--- config.mk ---
export PLATFORM = sky130hd
export DESIGN_NAME = mem_port_arbiter
export DESIGN_NICKNAME = d
export VERILOG_FILES = /design/src/rtl/mem_port_arbiter.sv
export SDC_FILE = /design/constraint.sdc
export NUM_CORES = 1
export LEC_CHECK = 0
export ABC_AREA = 1
export CORE_MARGIN = 8
export CORE_UTILIZATION = 25
export CTS_CLUSTER_DIAMETER = 50
export DETAILED_ROUTE_END_ITERATION = 7
export PLACE_DENSITY = 0.51
export SETUP_SLACK_MARGIN = 0.05
export SYNTH_ARGS = -nofsm -noshare
export SYNTH_HDL_FRONTEND = slang
export SYNTH_SLANG_ARGS = --single-unit
--- constraint.sdc ---
create_clock -name Clk -period 1.4 [get_ports Clk]
set_input_delay 0.42 -clock Clk [delete_from_list [all_inputs] [get_ports Clk]]
set_output_delay 0.42 -clock Clk [all_outputs]
set_load 0.005 [all_outputs]
--- src/rtl/mem_port_arbiter.sv ---
// mem_port_arbiter: round-robin sharing of the single MFA/MFC RAM port between instruction fetch and data access,
// one transaction in flight, MFC timeout reported as bus_err.
module mem_port_arbiter #(
   parameter int ADDR_W  = 9,
   parameter int DATA_W  = 32,
   parameter int TIMEOUT = 16
) (
   input  logic              Clk,
   input  logic              reset,
   input  logic              fetch_req,
   input  logic [ADDR_W-1:0] fetch_addr,
   output logic              fetch_ack,
   output logic [DATA_W-1:0] fetch_rdata,
   input  logic              data_req,
   input  logic              data_rw,
   input  logic [ADDR_W-1:0] data_addr,
   input  logic [1:0]        data_size,
   input  logic [DATA_W-1:0] data_wdata,
   output logic              data_ack,
   output logic [DATA_W-1:0] data_rdata,
   output logic              bus_err,
   output logic              ram_mfa,
   output logic              ram_rw,
   output logic [ADDR_W-1:0] ram_addr,
   output logic [1:0]        ram_size,
   output logic [DATA_W-1:0] ram_din,
   input  logic [DATA_W-1:0] ram_dout,
   input  logic              ram_mfc
);
   localparam int CNT_W = (TIMEOUT > 2) ? $clog2(TIMEOUT) : 1;
   localparam logic [CNT_W-1:0] CNT_MAX = CNT_W'(TIMEOUT - 1);
   localparam logic [1:0] S_IDLE = 2'd0, S_ACCESS = 2'd1, S_RELEASE = 2'd2;
   logic [1:0]        state_q, state_d;
   logic [CNT_W-1:0]  cnt_q, cnt_d;
   logic              last_q, last_d, win_q, win_d;
   logic              mfa_q, mfa_d, rw_q, rw_d;
   logic [ADDR_W-1:0] addr_q, addr_d;
   logic [1:0]        size_q, size_d;
   logic [DATA_W-1:0] din_q, din_d, frd_q, frd_d, drd_q, drd_d;
   logic              fack_q, fack_d, dack_q, dack_d, err_q, err_d;
   logic              gnt_data, done;
   // win/last: 1 = data requester, 0 = fetch; on a tie the one not granted last wins
   assign gnt_data = data_req & (~fetch_req | ~last_q);
   assign done     = ram_mfc | (cnt_q == CNT_MAX);
   always_comb begin
      state_d = state_q;
      cnt_d   = cnt_q;
      last_d  = last_q;
      win_d   = win_q;
      mfa_d   = mfa_q;
      rw_d    = rw_q;
      addr_d  = addr_q;
      size_d  = size_q;
      din_d   = din_q;
      frd_d   = frd_q;
      drd_d   = drd_q;
      fack_d  = 1'b0;
      dack_d  = 1'b0;
      err_d   = 1'b0;
      case (state_q)
         S_IDLE: if (fetch_req | data_req) begin
            state_d = S_ACCESS;
            cnt_d   = '0;
            win_d   = gnt_data;
            last_d  = gnt_data;
            mfa_d   = 1'b1;
            rw_d    = gnt_data ? data_rw : 1'b1;
            addr_d  = gnt_data ? data_addr : fetch_addr;
            size_d  = gnt_data ? data_size : 2'b10;
            din_d   = gnt_data ? data_wdata : '0;
         end
         S_ACCESS: if (done) begin
            state_d = S_RELEASE;
            mfa_d   = 1'b0;
            fack_d  = ~win_q;
            dack_d  = win_q;
            err_d   = ~ram_mfc;
            frd_d   = (ram_mfc & ~win_q) ? ram_dout : frd_q;
            drd_d   = (ram_mfc & win_q & rw_q) ? ram_dout : drd_q;
         end else begin
            cnt_d = cnt_q + 1'b1;
         end
         S_RELEASE: state_d = ram_mfc ? S_RELEASE : S_IDLE;
         default: state_d = S_IDLE;
      endcase
   end
   always_ff @(posedge Clk) begin
      if (reset) begin
         state_q <= S_IDLE;
         cnt_q   <= '0;
         last_q  <= 1'b1;
         win_q   <= 1'b0;
         mfa_q   <= 1'b0;
         rw_q    <= 1'b0;
         addr_q  <= '0;
         size_q  <= '0;
         din_q   <= '0;
         frd_q   <= '0;
         drd_q   <= '0;
         fack_q  <= 1'b0;
         dack_q  <= 1'b0;
         err_q   <= 1'b0;
      end else begin
         state_q <= state_d;
         cnt_q   <= cnt_d;
         last_q  <= last_d;
         win_q   <= win_d;
         mfa_q   <= mfa_d;
         rw_q    <= rw_d;
         addr_q  <= addr_d;
         size_q  <= size_d;
         din_q   <= din_d;
         frd_q   <= frd_d;
         drd_q   <= drd_d;
         fack_q  <= fack_d;
         dack_q  <= dack_d;
         err_q   <= err_d;
      end
   end
   assign fetch_ack   = fack_q;
   assign fetch_rdata = frd_q;
   assign data_ack    = dack_q;
   assign data_rdata  = drd_q;
   assign bus_err     = err_q;
   assign ram_mfa     = mfa_q;
   assign ram_rw      = rw_q;
   assign ram_addr    = addr_q;
   assign ram_size    = size_q;
   assign ram_din     = din_q;
endmodule
==> run summary, run 1 <==
Numbers from the implementation run.

The run finished with clean final reports. The critical path endpoint category is a flop. On the critical path, the stage with the largest delay is an instance of sky130_fd_sc_hd__dfxtp_4. Per the detail_route log, met2 wirelength is 6950 microns. The number of global-route vias before repair is 4419. The most used standard cell by instance count after synthesis is sky130_fd_sc_hd__nor2_1. The flip-flop and latch count after synthesis is 120. The fraction of cell area in sequential cells is reported as 35.3%. The clock network fraction of total power is 45.9%. Per the synthesis report, the adder-cell share of the synthesized area is 0.285%. The placeable core region is 17200 sq um. Note, the detailed placer reported a final HPWL of 11100 microns.

The count of plain and timing-repair buffers in the layout is 238. The delay contributed by the slowest stage of the critical path is 360 ps. Row generation in the floorplan step produced 48 rows. The number of sinks driven by the clock tree is 120. The synthesized design contains 0 enable-type register cells.

There are 120 flip-flops and latches. Across all setup checks in the final design, the least slack found is 32.1 ps. Yosys stat counts 572 cells in the synthesized netlist. The share of the synthesized area in the top cell type is 54.8%.

The clock insertion delay at the later pin of the skew report is 410 ps. Detailed placement reports a standard cell area of 6740 sq um. Counting instances in the post-synthesis netlist gives the leading cell types as sky130_fd_sc_hd__nor2_1 (143), sky130_fd_sc_hd__nand2_1 (124), sky130_fd_sc_hd__dfxtp_1 (120), sky130_fd_sc_hd__o21ai_0 (58), sky130_fd_sc_hd__a21oi_1 (47). The highest clock rate this design can be run at is 731 MHz.

The layout report lists the multi-input gate area as 1810 sq um. The tree is rooted in a sky130_fd_sc_hd__clkbuf_16. The sum of routed wire segments on met1 is 6790 microns. The worst path in the final design needs a cycle of 1370 ps, including I/O delays and setup. Counting along the longest clock path gives a buffer depth of 2. The post-synthesis net count is 663. The detail route stage leaves a number of antenna-violating nets equal to 0. The script extracted a total leakage power of 3.24 nW. Of the cells placed in the final design, the portion with a size suffix greater than 1 is 37.9%. Among logic cells in the layout, the one with the most instances is sky130_fd_sc_hd__nor2_1. After clock tree synthesis, the setup repair step added 8 buffers.

For this run, asynchronously set or reset flops after synthesis account for 0%. The analysis reports a worst IR drop on VDD of 860 uV. The power report attributes to the sequential group a share of 39.3%.

The core utilization of the finished layout is 41.4%. The initial antenna violation count is 0. The post-cts hold-fix buffer tally is 0.

Setup repair after global routing could not meet its margin everywhere. The growth of design area from synthesis to finish is 62.9%. The count of clock-net buffers in the final layout is 17. The number of fill cells in the layout is 1785. The post-route fraction of the period consumed by the critical path is 97.7%. The number of logged tool warnings is 27. The routed length on met3 is 1590 microns.

The count of multi-input gates is 402. In the final layout, clock buffers and inverters account for 8.32% of the cell area. For this run, the chip area from Yosys synthesis comes to 4380 sq um. The tally of unique sky130hd cells used after synthesis is 25. The pre-placement core utilization is 25.4%. After detailed routing, no signal wire sits above met4. The most area-hungry cell type in the Yosys netlist is sky130_fd_sc_hd__dfxtp_1.
[run 1: path summary, 6_finish.rpt]
kind                            cells past startpoint                      from  slack (ps)                  endpoint
worst min-delay path                                2  ram_addr[5]$_SDFFE_PP0P_         460  ram_addr[5]$_SDFFE_PP0P_
worst max-delay path                                8   state_q[0]$_SDFFE_PP0P_          30  ram_din[11]$_SDFFE_PP0P_
worst min register to register                      2  ram_addr[5]$_SDFFE_PP0P_         460  ram_addr[5]$_SDFFE_PP0P_
worst max register to register                      8   state_q[0]$_SDFFE_PP0P_          30  ram_din[11]$_SDFFE_PP0P_
[run 1: power groups by stage]
stage | Combinational [mW] | Clock, mW | Sequential (mW)
6_report | 1.42 | 4.40 | 3.77
2_1_floorplan | 0.596 | 0 | 3.82
3_3_place_gp | 1.47 | 0 | 3.81
5_1_grt | 1.57 | 4.68 | 3.80
3_5_place_dp | 1.47 | 0 | 3.82
4_1_cts | 1.34 | 4.54 | 3.77
[run 1: stage by stage]
| step | total power, mW | setup TNS, ps | hold slack, ps |
|---|---|---|---|
| 2_1_floorplan | 4.41 | 0 | 426 |
| 3_3_place_gp | 5.28 | -39440 | 448 |
| 3_5_place_dp | 5.29 | -42260 | 457 |
| 4_1_cts | 9.64 | 0 | 441 |
| 5_1_grt | 10.0 | -1080 | 473 |
| 6_report | 9.58 | 0 | 458 |
[run 1: worst max-delay path, delay by kind of cell, from the launching register on]
family | cells | cell delay, ps
buf+inv | 3 | 410
flops | 1 | 360
compound gates | 2 | 220
simple gates | 3 | 310
[run 1: per-layer routing]
layer / up-vias / global-route usage, %
met2: 161 / 20.1
met1: 1994 / 15.8
met4: 0 / 5.05
met3: 12 / 7.29
li1: 2265 / -
met5: - / 0
Run 1, cells by drive strength:
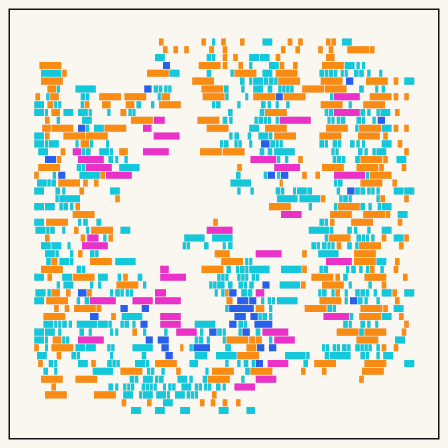
[x1 and smaller] cyan | cells: 502
[x3 and x4] blue | cells: 37
[x6 and larger] magenta | cells: 37
[x2] orange | cells: 232

Run 1, local utilization:
The die is cut into 15 by 15 equal tiles; white is low, dark blue is high, 0 to 100% covered.
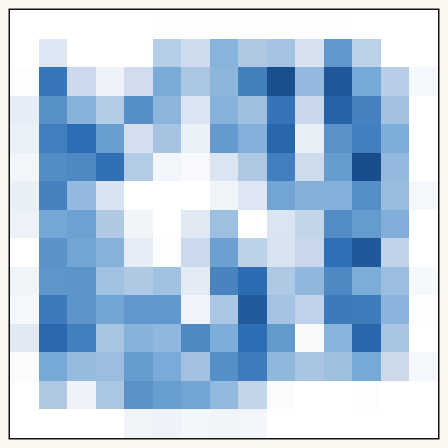
fullest tile: 88%
mean over tiles: 31%
nearly empty tiles: 23%
tiles over 75% full: 5.3%

Run 1, ports around the boundary:
The bar under the picture is 50 microns long. Pins as bars across the die edge, other pins in gray.
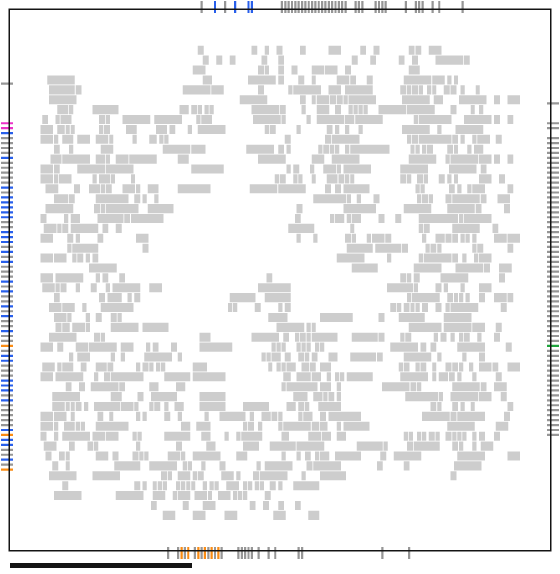
[`bus_err`] green | pins: 1 | direction: output | edge: right
[`ram_din`] blue | pins: 32 | direction: output | edge: 28 left, 4 top
[`data_addr`] orange | pins: 9 | direction: input | edge: 6 bottom, 3 left
[`data_size`] magenta | pins: 2 | direction: input | edge: left
all pins by edge: 72 left, 64 right, 40 top, 26 bottom

Run 1, zoomed window:
Region (101, 101) to (121, 121) microns. Cells in gray, sequential cells in the stronger gray; small squares are vias.
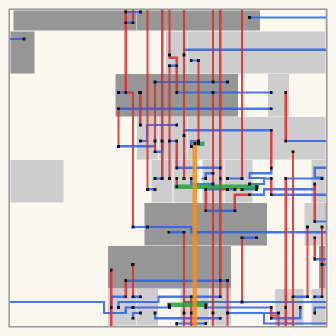
[M2] red
[M3] green
[M1] blue
[M4] orange
most frequent: nor2_1 (10), o21ai_0 (4), dfxtp_2 (3)
netlist names of flops here include: `data_rdata` (3)
cells with their middle in the window: 21
sequential cells in the window: 3

Run 1, placement view:
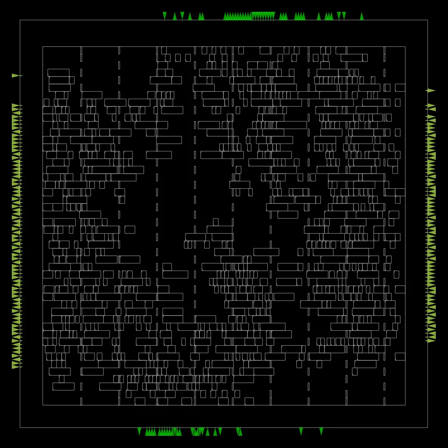

==> inputs of run 2 (changes only) <==
ABC_AREA = default   (was 1)
PLACE_DENSITY = 0.5   (was 0.51)
REMOVE_ABC_BUFFERS = 1   (was default)
Run 2, placement view:
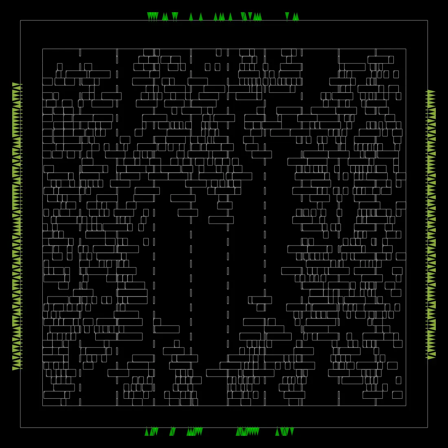
filler-free cell count of the finished design: 989
fillcell total: 1846
post-layout utilization of the core: 40.5%

Run 2, zoomed window:
Region (104, 104) to (124, 124) microns. Cells in gray, sequential cells in the stronger gray; small squares are vias.
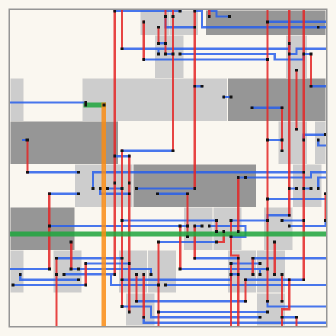
[M4] orange
[M2] red
[M3] green
[M1] blue
sequential cells in the window: 5
cells with their middle in the window: 25
netlist names of flops here include: `data_rdata` (4), `fetch_rdata` (1)
most frequent: a21oi_1 (5), nand3_1 (5), o21ai_0 (5)

==> run 2 against run 1 <==
- first-iteration DRC count grew 44%
- highest routed layer unchanged
- cell count shrank 4.3%
- clock skew is 2.9 ps lower
- maximum frequency rose by 3.7%
- total power is 1.3% lower
- flip-flop count stayed put
- via count is 7.8% higher
- final area grew 2.5%
- critical endpoint is now cnt_q[0]$_SDFFE_PP0P_
- register-to-register slack better by 50 ps
==> run summary, run 2 <==
Numbers from the implementation run.

The placeable core region is 18100 sq um (+4.9%). The number of rows in the core area is 49 (+2.1%). Per the detail_route report, routed wire per instance is 17.1 microns. The standby leakage power came to 2.94 nW (-9.3%). The maximum count of clock buffers along a single path is 2 (unchanged).

The cell count listed in synth_stat.txt is 547 (-4.4%). The total global routing track utilization is 14.0%. The worst path required time is 1730 ps. The areal power density over the cells is 1290 nW/um^2. In this run, placement finished with an instance count of 950. The flip-flop and latch area is 2500 sq um. The wire length after detailed routing is 16900 microns. The met3 global-route usage is 6.89% (-0.40 points). The run finished with clean final reports.

The number of sinks driven by the clock tree came to 120 (unchanged). The final timing report lists clock skew as 5.36 ps. Setup repair after global routing could not meet its margin everywhere. Global route summary, busiest routing layer listed as met2.

The critical setup path kind is flop to flop. The half-perimeter wire length of the detailed placement result was 11600 microns (+4.5%). Of the synthesized area, sequential elements account for 51.9%. Per the synth stats, the flop cell with the highest instance count is sky130_fd_sc_hd__dfxtp_1. The clock insertion delay at the later pin of the skew report is 410 ps (about the same).

The final hold violation count recorded for this run is 0. The number of logged tool warnings is 26 (-3.7%). The share of the synthesized area in the top cell type is 51.9% (-2.9 points). The repair_antennas step left the layout with diodes totalling 0.

Clock tree synthesis selected as its root buffer the cell sky130_fd_sc_hd__clkbuf_16. The combinational cell area excluding buffers and inverters is 2000 sq um (+11%). The startpoint class of the critical path is a flop. The post-detailed-route count of antenna-violating nets is 0 (unchanged).

The top fanout value on the critical path is 4. The count of flip-flops with a built-in enable after synthesis is 0 (unchanged). The post-route fraction of the period consumed by the critical path came to 94.2% (-3.5 points). At the pin with the least slew margin, the transition time is 303 ps. The flip-flop and latch count after synthesis is 120 (unchanged). The via count is 4779. The kind of cell with the highest combined delay on the critical path is AND-OR/OR-AND gates. For this run, the detailed router's first-pass iteration total came to 4. For this design the top-level I/O count stands at 202. The final worst-path setup slack came to 81.0 ps (+48.9 ps).

Port buffering added 201 buffers. The number of standard cells after synthesis is 547. The launch point of the critical path is cnt_q[1]$_SDFFE_PP0P_.

A synthesized cell averages 8.46 sq um. The initial antenna violation count is 0 (unchanged). Looking at the reg2reg group, the worst path starts from cnt_q[1]$_SDFFE_PP0P_. At the end of routability-driven placement, the weighted congestion stood at 0.762.

The fraction of synthesis flops using an asynchronous set or reset pin came to 0% (unchanged). The routing usage on met2 is 19.5% (-0.62 points). The most area-hungry cell type in the Yosys netlist is sky130_fd_sc_hd__dfxtp_1. The wire length of the first global-routing pass is 26300 microns. The CTS tree is done. The clock H-tree reported by CTS has 4 levels. The number of clock buffers added by TritonCTS is 17. In the post-synthesis netlist, the cell with the most instances is sky130_fd_sc_hd__dfxtp_1. In this run the maximum-capacitance check reported violations numbering 0. The count of buffering cells on the critical path with inverters included came to 0 (-3). The path class of the tightest hold or removal check is input port to flop.

The maximum vdd drop came to 776 uV (-9.8%). The final layout contains 839 nets. The pre-placement core utilization is 25.6% (+0.16 points).

Listed in order, past its start point the critical path passes ha_4 > a31o_2 > or3_1 > a21oi_1. The total congestion overflow is 0. The area growth from synthesis to layout is 58.1%. The chip area line of the yosys report was 4630 sq um (+5.6%). Looking at the worst setup and hold paths, the clock pins of their registers show a slew of 50 ps. The post-route minimum period is 1320 ps (-48.9 ps). The final total power is 9.46 mW (-1.3%). The synthesis log from Yosys contains 0 warnings. In this run the full chip footprint comes out at 23100 sq um. The highest achievable clock rate was 758 MHz (+3.7%). The share of cells above drive strength 1 came to 35.9% (-2.0 points). The leading cell type in the layout, fill and taps excluded is sky130_fd_sc_hd__a21oi_1. The met1 layer usage reported by global route was 18.2% (+2.4 points). The tally of unique sky130hd cells used after synthesis was 38 (+52%). The overall die width is 152 microns. The post-cts hold-fix buffer tally was 0 (unchanged). The number of global-route vias before repair was 4812 (+8.9%).

The final timing report lists a max-slew violation count of 0. The total DRC errors in the routed layout is 0. The critical path endpoint category is a flop. The source of the worst hold timing path is reset. The synthesis run shows the most used standard cells to be sky130_fd_sc_hd__dfxtp_1 (120), sky130_fd_sc_hd__a21oi_1 (112), sky130_fd_sc_hd__nand2_1 (68), sky130_fd_sc_hd__nand3_1 (68), sky130_fd_sc_hd__o21ai_0 (68).

Per the STA report, the cell with the highest stage delay on the worst path is sky130_fd_sc_hd__dfxtp_2. The delay contributed by the slowest stage of the critical path is 340 ps (-20 ps).
Run 2, ports around the boundary:
The bar under the picture is 50 microns long. Pins as bars across the die edge, other pins in gray.
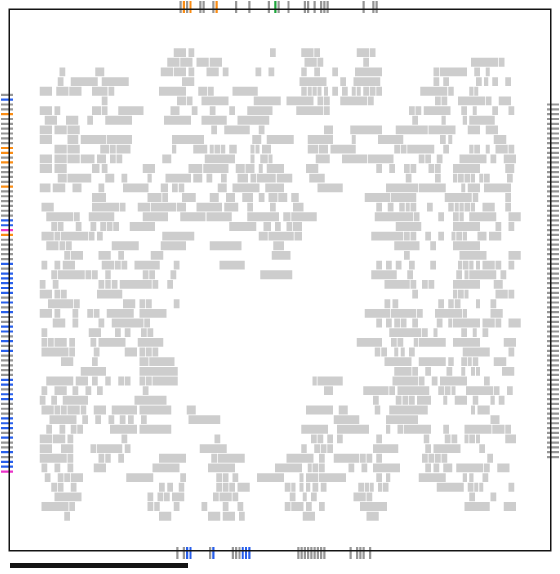
[`ram_din`] blue | pins: 32 | direction: output | edge: 26 left, 6 bottom
[`data_addr`] orange | pins: 9 | direction: input | edge: 6 left, 3 top
[`data_size`] magenta | pins: 2 | direction: input | edge: left
[`bus_err`] green | pins: 1 | direction: output | edge: top
all pins by edge: 79 left, 74 right, 26 bottom, 23 top

-- run 2: timing repair --
| action | in CTS | in global routing |
|---|---|---|
| pin swaps | 2 | 7 |
| resized | 530 | 15 |
| setup endpoints to repair | 178 | 75 |
| gates cloned | 0 | 2 |
| buffers inserted | 5 | 1 |
-- run 2: worst paths after layout --
path / to / slack [ps] / cells after the start
max: cnt_q[0]$_SDFFE_PP0P_ / 80 / 4
max reg2reg: cnt_q[0]$_SDFFE_PP0P_ / 80 / 4
min: last_q$_SDFFE_PP1P_ / 370 / 3
min reg2reg: fetch_rdata[25]$_SDFFE_PP0P_ / 450 / 2
-- run 2: cell families after synthesis --
family          count (synthesis)  share of synthesized area, %
buf+inv                        58                          6.14
fa+ha+maj                       1                         0.270
mux                             9                          1.95
flops                         120                          51.9
simple gates                  160                          16.7
compound gates                199                          23.0
-- run 2: layer usage --
layer  share of wire [%]  wire length [microns]
met1                  47                   7980
met2                  42                   7040
met3                  10                   1690
met4                 1.2                    199
met5                   0                      0
-- run 2: where the power goes --
group          internal, mW  leakage, nW  switching (mW)  total (mW)
clock network          2.83        0.273            1.50        4.33
logic                 0.724         1.65           0.702        1.43
registers              3.61         1.01          0.0960        3.70
total                  7.16         2.94            2.30        9.46
-- run 2: metrics by stage --
stage,setup TNS [ps],instance area (sq um),hold slack (ps)
CTS,0,7180,352
floorplan,-26300,4350,442
global route,0,7320,394
detailed placement,-48360,7020,450
finish,0,7320,369
global placement,-46540,7020,442
-- run 2: cell type report --
class,instances,area share (%)
clock inverters,8,1.68
well taps,229,3.92
inverters,2,0.103
flip-flops and latches,120,34.2
multi-input cells,369,27.3
repair buffers,238,26.5
clock buffers,23,6.26
No activity file was given, so power comes from the tool's default toggle rates.
